Fig. 1: run 1, routed clock nets over the placement
The bar under the picture is 50 um long.
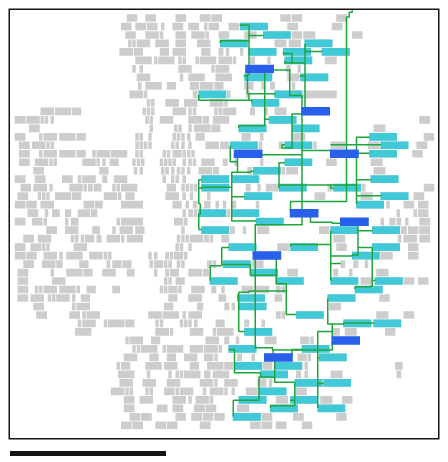
Fig. 2: run 1, pin placement
Pins as bars across the die edge, other pins in grey.
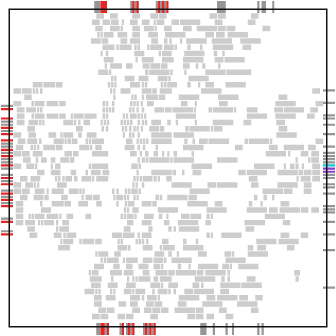
Fig. 3: run 1, where the registers sit
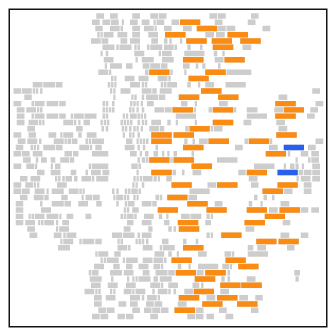
Design bitwise_pipe, sky130hd; sources not shown.
==> ci_impl_report.md, run 1 <==
### Metrics collected by this job

| Metric | Value |
|---|---|
| FMAX | `0.348 GHz` |
| Antenna viol nets, final | `0` |
| Syn-to-layout area delta | `30.0%` |
| Most common cell on crit path | `nand2_1` |
| Top cells by area, synth | `dfrtp_1, ha_1, nand2_1` |
| Ports | `108` |
| Worst slew margin | `40.5%` |
| Post-synth seq share | `33.0%` |
| Fin area | `6890 sq um` |
| Dominant cell area share | `33.0%` |
| Pre-antenna DRT Iters | `10` |
| FF-to-FF setup slack | `1950 ps` |
| Pre-CTS setup slack | `360 ps` |
| Vias post-DR | `3974` |
| Fin. Hold Viols | `0` |
| Main flop type | `dfrtp_1` |
| Routed len/inst | `12.9 um` |
| Grt ovf | `0` |
| Setup TNS | `0 ps` |
| Clock transition at path regs | `50 ps` |
| Yosys cell count | `563` |
| CP peak stage delay | `490 ps` |
| Setup CP Type | `in -> reg` |
| Worst slew pin tran | `892 ps` |
| Total power | `3.32 mW` |
| Cell Area, Placed | `6590 sq um` |
| Max Fanout on Critical Path | `32` |
| Total tool warning count | `58` |
| Max-Cap Viols | `0` |
| Initial antenna violation count | `0` |
| Largest net degree at the start of global routing | `71` |
| Layout cells sized above 1 | `20.3%` |
| Root buffer cell | `clkbuf_16` |
| Number of enable flip-flop cells | `0` |
| Hold Buf Count CTS | `0` |
| Cts bufs inserted | `9` |
| Synthesized flop and latch total | `70` |
| Leading area contributor after synthesis | `dfrtp_1` |
| DRT iter0 DRCs | `139` |
| Leakage | `3.32 nW` |
| Hpwl dp | `9200 um` |
| Post-CTS Setup Repair Bufs | `0` |
| Crit path time final | `2870 ps` |
| Startpoint Class | `input port` |
| Yosys Warn Count | `0` |
| Antenna diodes | `0` |
| Clock Path Buffers | `2` |
| Yosys stat area | `5300 sq um` |
| Synth top cell by count | `nand2_1` |
| Worst hold-check path type | `reg -> reg` |
| Status | `complete, but fails checks` |
| Full die area | `18800 sq um` |
| Routability cong. | `0.847` |
| Synth async-reset ratio | `100%` |
| CTS Sinks | `70` |
| RSZ-0062 raised after global routing | `no` |
| Total wire length | `11600 um` |
| Final setup margin | `746 ps` |
| DRC errors left | `3` |
| Mapped Cells | `563` |
| First-pass GRT wire length | `19500 um` |
| NumNets Final | `820` |
| Crit path capture type | `flip-flop` |
| Hold_ws | `483 ps` |
| Final setup viols | `0` |
| Initial Util | `29.5%` |
| CORE AREA | `18000 sq um` |
| Post-Syn Area | `5300 sq um` |
| CP max stage cell | `clkdlybuf4s50_1` |
| CP Cell Sequence | `clkdlybuf4s50_1, nand2_1, inv_2, nand2_1, o221ai_2, a21oi_2, ha_1, nand2_1, inv_1, nor2_1, nand2_1, nand2_1, nand2_1, nand2_1, nand3_1, nand3_1, nand2_1` |
| Vias per Instance | `4.40` |
| Crit path DRT | `3840 ps` |
| Reg2reg path depth | `3` |
| Hold Path Depth | `2` |
| Fin. max-slew vios | `0` |
| Worst IR Drop VDD | `0.000296 V` |
| Number of distinct library cells after synthesis | `26` |
| WP depth | `17` |
| # H-tree levels | `3` |
| Failing checks | `design-rule violations` |
-- Fig. 1 (at the start) --
[clock drivers] blue | count: 9
[clock wires] green | length: 958 um
[flip-flops] cyan | count: 70
routed clock nets	10
Clock Latency Late Sink: 330 ps
Clock Power Share: 26.6%
skew final: 6.52 ps
clock group total power: 0.884 mW

-- Fig. 2 (at the start) --
port	colour	pins	direction	edge
`out_ready_i`	cyan	1	input	right
`occupancy_o`	purple	2	output	right
`a_i`	red	32	input	15 left, 9 bottom, 8 top
all pins by edge	32 left, 26 bottom, 26 right, 24 top
Chip Width: 137 um
die span in y: 137 um
PortBufs: 107

-- Fig. 3 (at the start) --
name in the netlist	colour	sequential cells
`g_stage.u_stage.q_data_o`	orange	68
`g_stage.u_stage.q_valid_o`	blue	2
sequential cell area share: 25.4%
final core occ: 38.4%

run 1: power by group:
group	internal (mW)	switching, mW	leakage, nW
Combinational	0.699	0.624	2.30
Sequential	0.998	0.119	0.872
Clock	0.570	0.315	0.146
Total	2.27	1.06	3.32
run 1: tightest hold or removal path: cells and delay by family, from the launching register on:
family	cells	cell delay, ps
flops	1	340
simple gates	1	60
compound gates	1	50
run 1: cell families (layout without fill, tap and decap cells):
logic type      after synthesis  after routing  share of synthesized area (%)
xor+xnor                      8              8                           1.32
compound gates              100            100                           17.9
buf+inv                     114            225                           9.91
mux                          33             33                           7.01
simple gates                157            157                           11.7
flops                        70             70                           33.0
fa+ha+maj                    81             81                           19.1
run 1: per-stage QoR:
stage                     utilization (%)  std cells
after detailed placement             36.7        887
after global routing                 38.4        903
after CTS                            38.4        903
after floorplan                         -        563
final                                38.4        903
after global placement               36.7        887
run 1: metal layers:
metal  share of wire, %  track usage (%)  vias up
li1                   -                -     2070
met1                 54             20.2     1823
met2                 42             19.5       76
met3                3.4             2.21        5
met4               0.40             4.03        0
met5                  0                0        -
run 1: layout by cell type (no fill, tap or decap), drive strengths merged:
cell type and count:
a21oi 33, buf 13, bufinv 1, clkbuf 13, clkdlybuf4s50 106, clkinv 1
clkinvlp 1, dfrtp 70, ha 81, inv 90, mux2 33, nand2 140
nand3 3, nand4 4, nor2 9, nor4 1, o21ai 35, o221ai 31
o31ai 1, xnor2 5, xor2 3
run 1: cell type report:
| cell class | instances | area (sq um) |
|---|---|---|
| clock buffers | 13 | 260 |
| clock inverters | 3 | 42.5 |
| fillers | 1810 | 11100 |
| inverters | 90 | 338 |
| multi-input cells | 379 | 3030 |
| flip-flops and latches | 70 | 1750 |
| well taps | 229 | 287 |
| repair buffers | 119 | 1180 |
==> inputs of run 2 (changes only) <==
clock period = 2.92 ns   (was 3.62 ns; I/O delays follow)
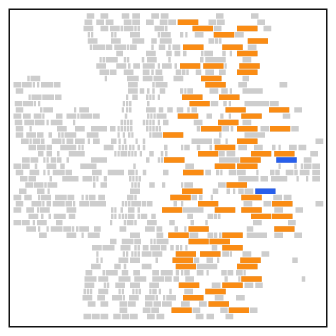
Fig. 4. Where the registers sit (run 2).
name in the netlist	colour	sequential cells
`g_stage.u_stage.q_valid_o`	blue	2
`g_stage.u_stage.q_data_o`	orange	68
P_seq: 1.38 mW
sequential cell area share: 24.2%

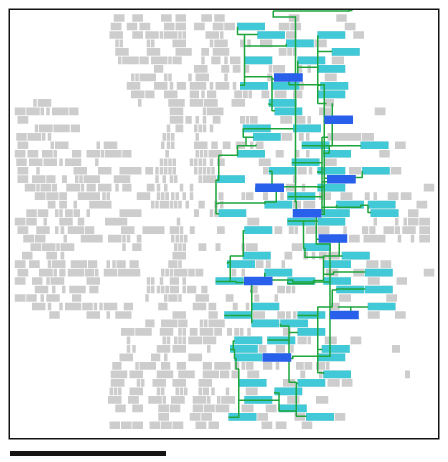
Fig. 5. Routed clock nets over the placement (run 2).
The bar under the picture is 50 um long.
[clock drivers] blue | count: 9
[clock wires] green | length: 921 um
[flip-flops] cyan | count: 70
routed clock nets	10
Clock Power Share: 25.5%
skew final: 4.75 ps

==> ci_impl_report.md, run 2 <==
### Metrics collected by this job

| Metric | Value |
|---|---|
| First-pass GRT wire length | `19600 um (+0.71%)` |
| Initial antenna violation count | `0 (unchanged)` |
| NumNets Final | `855 (+4.3%)` |
| Status | `complete, but fails checks` |
| Setup TNS | `0 ps (unchanged)` |
| Most common cell on crit path | `nand2_1` |
| Cell internal pwr | `2.85 mW (+26%)` |
| CP Cell Sequence | `clkdlybuf4s50_1, inv_1, nand2_2, buf_12, o221ai_2, a21oi_2, ha_1, nand2_1, inv_1, nor2_1, nand2_1, nand2_1, nand2_1, nand2_1, nand3_1, nand3_1, nand2_1` |
| Pre-CTS setup slack | `-84.8 ps (-444 ps)` |
| Hold Path Depth | `2 (unchanged)` |
| Main flop type | `dfrtp_1` |
| FF-to-FF setup slack | `1580 ps (-370 ps)` |
| Mux area share | `7.01% (unchanged)` |
| Inst Count DP | `922 (+3.9%)` |
| # H-tree levels | `3 (unchanged)` |
| Seq pwr share | `32.9% (-0.7 points)` |
| Hpwl dp | `9250 um (+0.57%)` |
| Basic Gates by Area | `11.7% (unchanged)` |
| DRC errors left | `1 (-2)` |
| Antenna diodes | `0 (unchanged)` |
| Startpoint Class | `input port` |
| Worst hold-check path type | `reg -> reg` |
| Failing checks | `design-rule violations` |
| Leakage | `3.51 nW (+5.7%)` |
| Pre-antenna DRT Iters | `13 (+3)` |
| Number of distinct library cells after synthesis | `26 (unchanged)` |
| Leading area contributor after synthesis | `dfrtp_1` |
| Dominant comb cell | `adder cells` |
| Max Fanout on Critical Path | `15 (-53%)` |
| Hold_ws | `476 ps (-6.51 ps)` |
| Number of enable flip-flop cells | `0 (unchanged)` |
| Clock Latency Late Sink | `330 ps (about the same)` |
| Die span in y | `137 um (unchanged)` |
| Syn-to-layout area delta | `36.6%` |
| Crit path DRT | `3140 ps (-700 ps)` |
| WP depth | `17 (unchanged)` |
| Detailed route wirelength on metal2 | `4970 um (+1.8%)` |
| Sw Ratio | `32.3% (+0.44 points)` |
| Reg2reg path depth | `4 (+1)` |
| Most frequent cells in the layout | `nand2_1, clkdlybuf4s50_1, inv_1` |
| Yosys cell count | `563 (unchanged)` |
| Crit path time final | `2650 ps` |
| CP max stage cell | `clkdlybuf4s50_1` |
| Final setup margin | `273 ps (-473 ps)` |
| Chip Width | `137 um (unchanged)` |
| PortBufs | `107 (unchanged)` |
| Yosys adder share | `19.1% (unchanged)` |
| Post-CTS Setup Repair Bufs | `0 (unchanged)` |
| Yosys Warn Count | `0 (unchanged)` |
| Dominant cell area share | `33.0% (unchanged)` |
| Cts bufs inserted | `9 (unchanged)` |
| Clock transition at path regs | `60 ps (about the same)` |
| Grt ovf | `0 (unchanged)` |
| Combinational power share | `41.6% (+1.8 points)` |
| CORE AREA | `18000 sq um (unchanged)` |
| Final setup viols | `0 (unchanged)` |
| Vias per Instance | `4.40 (about the same)` |
| Synth top cell by count | `nand2_1` |
| CTS Sinks | `70 (unchanged)` |
| Yosys stat area | `5300 sq um (unchanged)` |
| Final cell count without fillers | `938 (+3.9%)` |
| Largest net degree at the start of global routing | `71 (unchanged)` |
| Fin area | `7240 sq um (+5.0%)` |
| Metal-1 WL | `6090 um (-3.4%)` |
| Max-Cap Viols | `0 (unchanged)` |
| RSZ-0062 raised after global routing | `no` |
| Total wire length | `11700 um (+0.30%)` |
| Most numerous logic cell after layout | `nand2_1` |
| Setup CP Type | `in -> reg` |
| Ports | `108 (unchanged)` |
| Post-synth seq share | `33.0% (unchanged)` |
| Full die area | `18800 sq um (unchanged)` |
| Initial Util | `29.5% (unchanged)` |
| Synthesized flop and latch total | `70 (unchanged)` |
| DRT iter0 DRCs | `223 (+60%)` |
[run 2: netlist changes by cell type in the layout (fill, tap and decap cells not counted)]
cell        change
clkbuf_1        -2
clkbuf_8        -2
buf_4          +28
clkinvlp_4      +2
clkinv_4        +2
buf_12          +7
[run 2: kinds of logic after synthesis]
| group | count (synthesis) |
|---|---|
| mux | 33 |
| compound gates | 100 |
| flops | 70 |
| buf+inv | 114 |
| simple gates | 157 |
| fa+ha+maj | 81 |
| xor+xnor | 8 |
[run 2: final cells by class]
cell class                 count  area [sq um]
inverter                      90           338
multi-input combinational    379          3030
fill                        1817         10700
timing repair buffer         154          1530
clock inverter                 7          75.1
sequential                    70          1750
clock buffer                   9           225
tap                          229           287
[run 2: worst reg2reg max path, cell delays in order, from the launching register on]
cell and delay [ps]:
dfrtp_1 390, nand3_1 160, nand2_2 190, buf_4 340
o21ai_1 130
[run 2: per-stage QoR]
step                      utilization [%]  total power [mW]
after floorplan                         -              2.35
after global placement               38.6              3.13
after detailed placement             38.6              3.17
after CTS                            40.3              4.27
after global routing                 40.3              4.50
final                                40.3              4.20
[run 2: routing by layer]
| metal | up-vias | GRT usage [%] |
|---|---|---|
| met5 | - | 0 |
| met4 | 0 | 3.85 |
| met3 | 11 | 1.84 |
| met2 | 81 | 20.4 |
| met1 | 1881 | 19.4 |
| li1 | 2156 | - |
[run 2: power by group through the flow]
stage	combinational [mW]	sequential, mW	clock, mW
floorplan	0.901	1.45	0
global placement	1.73	1.40	0
detailed placement	1.76	1.40	0
CTS	1.77	1.39	1.11
global route	1.95	1.41	1.14
finish	1.75	1.38	1.07
Power and IR drop assume default switching activity.
